`config.mk`:
```
export PLATFORM = sky130hd
export DESIGN_NAME = fifo_sc_flat
export DESIGN_NICKNAME = d
export VERILOG_FILES = /design/src/rtl/fifo_sc_if.sv /design/src/rtl/fifo_sc.sv /design/src/flat_wrapper.sv
export SDC_FILE = /design/constraint.sdc
export NUM_CORES = 1
export LEC_CHECK = 0
export ABC_AREA = 1
export CELL_PAD_IN_SITES_DETAIL_PLACEMENT = 0
export CELL_PAD_IN_SITES_GLOBAL_PLACEMENT = 2
export CORE_ASPECT_RATIO = 0.5
export CORE_MARGIN = 2
export CORE_UTILIZATION = 31
export CTS_CLUSTER_SIZE = 14
export DETAILED_ROUTE_END_ITERATION = 16
export GPL_TIMING_DRIVEN = 0
export PLACE_DENSITY = 0.82
export SKIP_CTS_REPAIR_TIMING = 1
export SLEW_MARGIN = 20
export SYNTH_ARGS = -nofsm -noshare
export SYNTH_HDL_FRONTEND = slang
export SYNTH_SLANG_ARGS = --single-unit
```
`constraint.sdc`:
```
create_clock -name i_clk -period 2 [get_ports i_clk]
set_clock_uncertainty 0.2 [all_clocks]
set_input_delay 0.2 -clock i_clk [delete_from_list [all_inputs] [get_ports i_clk]]
set_output_delay 0.2 -clock i_clk [all_outputs]
set_load 0.1 [all_outputs]
```
`src/rtl/fifo_sc_if.sv`:
```
// Handshake bundle for fifo_sc: write port, read port, control and status.
// The master modport drives requests and data; the slave modport is the FIFO itself.
interface fifo_sc_if #(
  parameter int unsigned WIDTH = 8,
  parameter int unsigned DEPTH = 4
);
  localparam int unsigned CntW = $clog2(DEPTH + 1);

  logic             i_cg;
  logic             i_flush;
  logic [WIDTH-1:0] i_wdata;
  logic             i_wvalid;
  logic             o_wready;
  logic [WIDTH-1:0] o_rdata;
  logic             o_rvalid;
  logic             i_rready;
  logic [CntW-1:0]  o_nEntries;
  logic             o_almostFull;

  modport master (
    output i_cg, i_flush, i_wdata, i_wvalid, i_rready,
    input  o_wready, o_rdata, o_rvalid, o_nEntries, o_almostFull
  );

  modport slave (
    input  i_cg, i_flush, i_wdata, i_wvalid, i_rready,
    output o_wready, o_rdata, o_rvalid, o_nEntries, o_almostFull
  );
endinterface

```
`src/rtl/fifo_sc.sv`:
```
// Single-clock FIFO with clock gate, synchronous flush and almost-full flag.
// Optional macro FIFO_SC_BYPASS_EN adds a combinational write-to-read path while empty.
module fifo_sc #(
  parameter int unsigned WIDTH     = 8,
  parameter int unsigned DEPTH     = 4,
  parameter int unsigned AF_THRESH = DEPTH - 1
) (
  input logic       i_clk,
  input logic       i_rst,
  fifo_sc_if.slave  bus
);
  localparam int unsigned PtrW = $clog2(DEPTH);
  localparam int unsigned CntW = $clog2(DEPTH + 1);
  localparam logic [CntW-1:0] FullCnt = CntW'(DEPTH);
  localparam logic [CntW-1:0] AfCnt   = CntW'(AF_THRESH);

  logic [WIDTH-1:0] mem_q [DEPTH];
  logic [PtrW-1:0]  wptr_q, wptr_d;
  logic [PtrW-1:0]  rptr_q, rptr_d;
  logic [CntW-1:0]  cnt_q, cnt_d;

  logic empty, full;
  logic do_write, do_read;
  logic do_store, do_pop;

  assign empty = (cnt_q == '0);
  assign full  = (cnt_q == FullCnt);

  assign bus.o_wready     = !full && !bus.i_flush;
  assign bus.o_nEntries   = cnt_q;
  assign bus.o_almostFull = (cnt_q >= AfCnt);

  assign do_write = bus.o_wready && bus.i_wvalid;
  assign do_read  = bus.o_rvalid && bus.i_rready;

`ifdef FIFO_SC_BYPASS_EN
  logic pass_thru;

  // While empty the incoming word is presented directly; if it is consumed at once it never
  // touches storage, pointers or count.
  assign pass_thru    = empty && !bus.i_flush && bus.i_wvalid && bus.i_rready;
  assign bus.o_rvalid = empty ? (bus.i_wvalid && !bus.i_flush) : !bus.i_flush;
  assign bus.o_rdata  = empty ? bus.i_wdata : mem_q[rptr_q];
  assign do_store     = do_write && !pass_thru;
  assign do_pop       = do_read && !pass_thru;
`else
  assign bus.o_rvalid = !empty && !bus.i_flush;
  assign bus.o_rdata  = mem_q[rptr_q];
  assign do_store     = do_write;
  assign do_pop       = do_read;
`endif

  always_comb begin
    wptr_d = wptr_q;
    rptr_d = rptr_q;
    cnt_d  = cnt_q;
    if (bus.i_cg) begin
      if (bus.i_flush) begin
        wptr_d = '0;
        rptr_d = '0;
        cnt_d  = '0;
      end else begin
        if (do_store) wptr_d = wptr_q + PtrW'(1);
        if (do_pop)   rptr_d = rptr_q + PtrW'(1);
        if (do_store && !do_pop) begin
          cnt_d = cnt_q + CntW'(1);
        end else if (!do_store && do_pop) begin
          cnt_d = cnt_q - CntW'(1);
        end
      end
    end
  end

  always_ff @(posedge i_clk or negedge i_rst) begin
    if (!i_rst) begin
      wptr_q <= '0;
      rptr_q <= '0;
      cnt_q  <= '0;
    end else begin
      wptr_q <= wptr_d;
      rptr_q <= rptr_d;
      cnt_q  <= cnt_d;
    end
  end

  // Storage is deliberately left out of reset.
  always_ff @(posedge i_clk) begin
    if (bus.i_cg && do_store) begin
      mem_q[wptr_q] <= bus.i_wdata;
    end
  end

endmodule
```
`src/flat_wrapper.sv`:
```
// flat-port wrapper written by rule: the top's interface ports become plain ports
module fifo_sc_flat 
#(
  parameter int unsigned WIDTH     = 8,
  parameter int unsigned DEPTH     = 4,
  parameter int unsigned AF_THRESH = DEPTH - 1
)
  (i_clk, i_rst, bus_i_cg, bus_i_flush, bus_i_wdata, bus_i_wvalid, bus_i_rready, bus_o_wready, bus_o_rdata, bus_o_rvalid, bus_o_nEntries, bus_o_almostFull);
  fifo_sc_if #(.WIDTH(WIDTH), .DEPTH(DEPTH)) bus_i ();
  input logic i_clk;
  input logic i_rst;
  input wire logic [$bits(bus_i.i_cg)-1:0] bus_i_cg;
  input wire logic [$bits(bus_i.i_flush)-1:0] bus_i_flush;
  input wire logic [$bits(bus_i.i_wdata)-1:0] bus_i_wdata;
  input wire logic [$bits(bus_i.i_wvalid)-1:0] bus_i_wvalid;
  input wire logic [$bits(bus_i.i_rready)-1:0] bus_i_rready;
  output wire logic [$bits(bus_i.o_wready)-1:0] bus_o_wready;
  output wire logic [$bits(bus_i.o_rdata)-1:0] bus_o_rdata;
  output wire logic [$bits(bus_i.o_rvalid)-1:0] bus_o_rvalid;
  output wire logic [$bits(bus_i.o_nEntries)-1:0] bus_o_nEntries;
  output wire logic [$bits(bus_i.o_almostFull)-1:0] bus_o_almostFull;
  assign bus_i.i_cg = bus_i_cg;
  assign bus_i.i_flush = bus_i_flush;
  assign bus_i.i_wdata = bus_i_wdata;
  assign bus_i.i_wvalid = bus_i_wvalid;
  assign bus_i.i_rready = bus_i_rready;
  assign bus_o_wready = bus_i.o_wready;
  assign bus_o_rdata = bus_i.o_rdata;
  assign bus_o_rvalid = bus_i.o_rvalid;
  assign bus_o_nEntries = bus_i.o_nEntries;
  assign bus_o_almostFull = bus_i.o_almostFull;
  fifo_sc #(.WIDTH(WIDTH), .DEPTH(DEPTH), .AF_THRESH(AF_THRESH)) u_core (.i_clk(i_clk), .i_rst(i_rst), .bus(bus_i));
endmodule
```
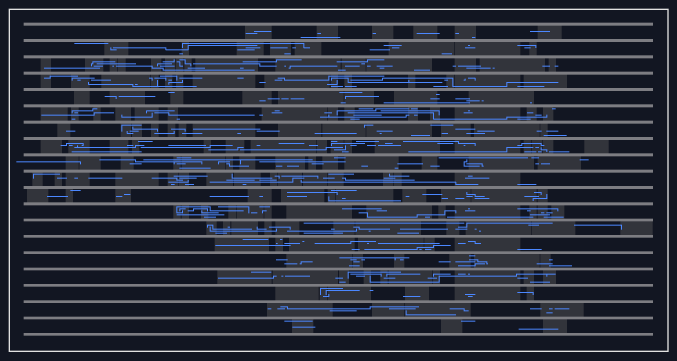
Fig. 1. The metal 1 layer (run 1).
(6 px per um) Supply wires on this layer in gray. Cells faint in the background.
main direction: horizontal
share of all routed wire: 47%

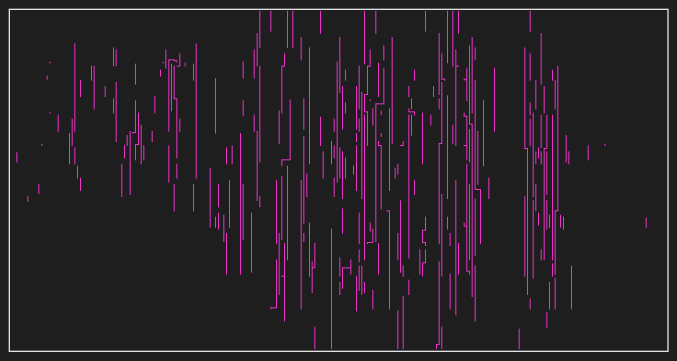
Fig. 2. The metal 2 layer (run 1).
(6 px per um)
wire length on this layer: 1,660 um
longest straight run: 28.7 um

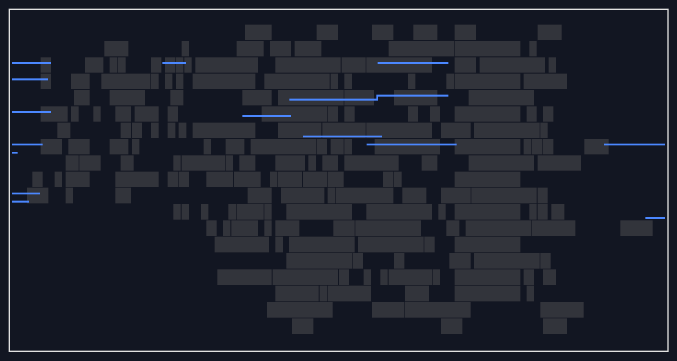
Fig. 3. Metal 3 (run 1).
(6 px per um) Cells faint in the background.
share of all routed wire: 3.6%
wire length on this layer: 121 um

==> notes.md, run 1 <==
yosys + openroad results -> count of final setup violators=33, Top-Level Pins=28, mux contribution to synthesized area=0%, share of layout cells above drive strength 1=34.7%, status=finished with violations, clk_buf instances=6, crit-path max cell delay=0.51 ns, Final Util=47.0%, setup ws final=-0.0827 ns, Max transition margin=35.5%, Num Clock Sinks=39, DP Wirelength=2300 um, Distinct cells, synth=26, GRT met3 Usage=2.56%, RD Place Congestion=0.727, power share of the sequential group=27.8%, CTS tree=built, Max power group=combinational cells, Crit Path Category=register to register, ys async rst share=17.9%, Leak=0.989 nW, ao+oa area frac=10.2%, net count entering floorplan=169, failing checks=negative setup slack, R2R depth=13, Max-area cell share=55.7%, CORE AREA=5420 um2, Synth Seq Share=65.8%
==> run 1 -> run 2 <==
--- a/config.mk
+++ b/config.mk
@@ -14,6 +14,7 @@
 export CTS_CLUSTER_SIZE = 14
 export DETAILED_ROUTE_END_ITERATION = 16
 export GPL_TIMING_DRIVEN = 0
+export HOLD_SLACK_MARGIN = 0.08
 export PLACE_DENSITY = 0.82
 export SKIP_CTS_REPAIR_TIMING = 1
 export SLEW_MARGIN = 20
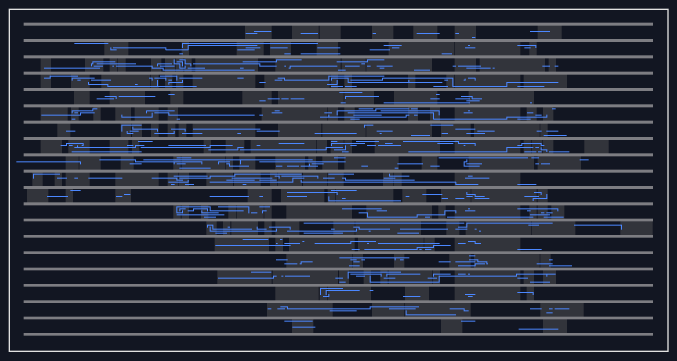
Fig. 4. The metal 1 layer (run 2).
(6 px per um) Supply wires on this layer in gray. Cells faint in the background.
longest straight run: 28.1 um
share of all routed wire: 48%
main direction: horizontal
wire length on this layer: 1,630 um
nets with wire on the layer: 178

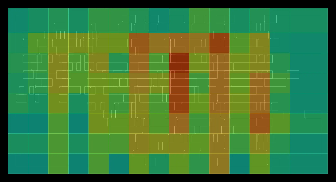
Fig. 5. Routing congestion (run 2).
DR WL/cell: 12.7 um
Final Util: 47.1%

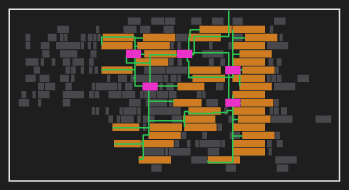
Fig. 6. Clock distribution (run 2).
(3 px per um)
[orange] flip-flops | count: 39
[magenta] cells driving clock nets | count: 5
[green] clock wires | length: 366 um
routed clock nets: 6

==> run 2 against run 1 <==
  * The run still ends with negative setup slack left
  * Utilization rose by 0.18 points
  * Combinational power about the same
  * Clock-buffer cell count unchanged
  * Cell area grew 0.39%
  * Critical endpoint unchanged
  * Clock power barely moved
  * Largest cell class unchanged
  * Sequential power hardly changed
  * First-iteration DRC count is 29% higher
  * Total power hardly changed
  * Worst hold slack improved by 0.21 ns
==> notes.md, run 2 <==
yosys + openroad results -> status=finished with violations, failing checks=negative setup slack, Num Clock Sinks=39 (unchanged), share of layout cells above drive strength 1=34.5% (-0.18 points), GRT met3 Usage=2.56% (unchanged), CORE AREA=5420 um2 (unchanged), CTS tree=built, setup ws final=-0.0836 ns (-0.000971 ns), ys async rst share=17.9% (unchanged), crit-path max cell delay=0.51 ns (about the same), Leak=0.994 nW (+0.42%), mux contribution to synthesized area=0% (unchanged), Max transition margin=35.5% (about the same), die x size=110 um, DP Wirelength=2300 um (unchanged), number of enable flip-flop cells=32, Crit Path Category=register to register, Top-Level Pins=28 (unchanged), count of final setup violators=33 (unchanged), power share of the sequential group=27.8% (about the same), GRT Max-Usage Layer=met2, Area growth, synth to finish=48.0%, Synth Seq Share=65.8% (unchanged), Max power group=combinational cells, ao+oa area frac=10.2% (unchanged), RD Place Congestion=0.727 (unchanged), clk_buf instances=6 (unchanged)
==> run 2 -> run 3 <==
==> constraint.sdc (replaced) <==
create_clock -name i_clk -period 2 [get_ports i_clk]
set_clock_uncertainty 0.2 [all_clocks]
set_input_delay 0.3 -clock i_clk [delete_from_list [all_inputs] [get_ports i_clk]]
set_output_delay 0.3 -clock i_clk [all_outputs]
set_load 0.1 [all_outputs]
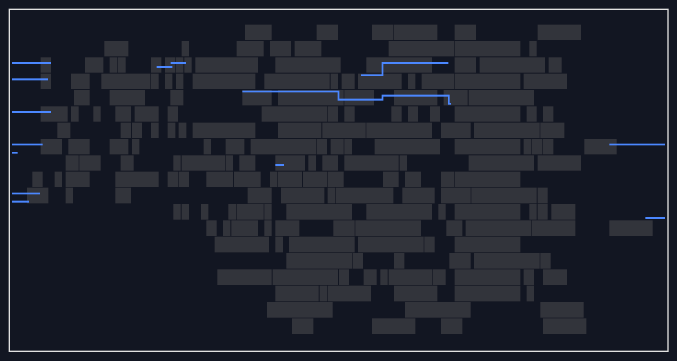
Fig. 7. Metal 3 (run 3).
(6 px per um) Cells faint in the background.
nets with wire on the layer: 13
share of all routed wire: 2.9%
main direction: horizontal
longest straight run: 15.9 um

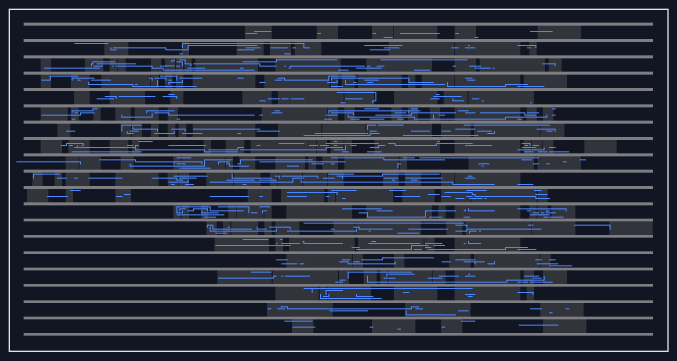
Fig. 8. The metal 1 layer (run 3).
(6 px per um) Supply wires on this layer in gray. Cells faint in the background.
longest straight run: 28.1 um
main direction: horizontal
share of all routed wire: 48%
nets with wire on the layer: 185
wire length on this layer: 1,690 um

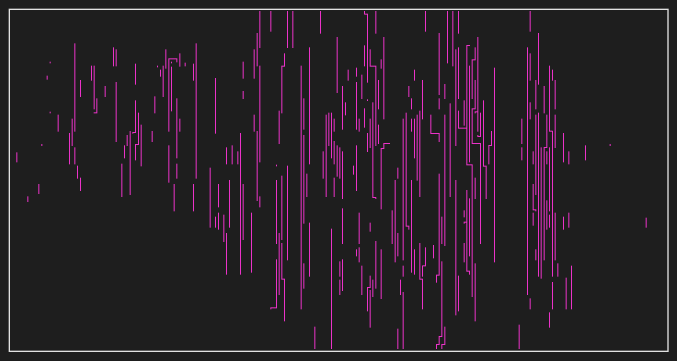
Fig. 9. The metal 2 layer (run 3).
(6 px per um)
Total Wirelength: 3500 um
grt met2 use: 19.3%

==> run 3 against run 2 <==
  * The flow still finishes with violations (negative setup slack)
  * Via count increased by 0.76%
  * Combinational power increased by 12%
  * Sequential power about the same
  * Critical path depth unchanged
  * Global-route usage unchanged
  * First-iteration DRC count increased by 27%
  * Clock-buffer cell count unchanged
  * Sequential share of layout area decreased by 2.0 points
  * Cell area increased by 4.6%
  * Clock power increased by 0.5%
  * Register-to-register slack about the same
  * Synthesized cell count unchanged
  * Critical path type unchanged
  * Largest power group unchanged
==> notes.md, run 3 <==
yosys + openroad results -> Largest Register=u_core.mem_q, GRT Max-Usage Layer=met2, final cycle utilization of the critical path=104%, Basic Gates by Area=14.9%, GRT met3 Usage=2.56% (unchanged), ao+oa area frac=10.2% (unchanged), mux contribution to synthesized area=0% (unchanged), Area growth, synth to finish=54.7%, power share of the sequential group=26.0% (-1.8 points), ys async rst share=17.9% (unchanged), status=finished with violations, DR WL/cell=13.0 um (+2.4%), DP Wirelength=2300 um (unchanged), failing checks=negative setup slack, die x size=110 um (unchanged), count of final setup violators=33 (unchanged), Leak=1.03 nW (+4.1%), routed length on met3=102 um, Distinct cells, synth=26, Synth Seq Share=65.8% (unchanged), Max power group=combinational cells, RD Place Congestion=0.727 (unchanged), number of enable flip-flop cells=32 (unchanged), Metal-1 WL=1690 um, yosys cell count=150, Num Clock Sinks=39 (unchanged), Final Util=49.3% (+2.1 points), share of layout cells above drive strength 1=38.8% (+4.2 points), CP Launch Type=register, crit-path max cell delay=0.51 ns (about the same), setup ws final=-0.0829 ns (+0.000732 ns), initial antenna violation count=0, Max transition margin=35.5% (about the same)
No activity file was given, so power comes from the tool's default toggle rates.
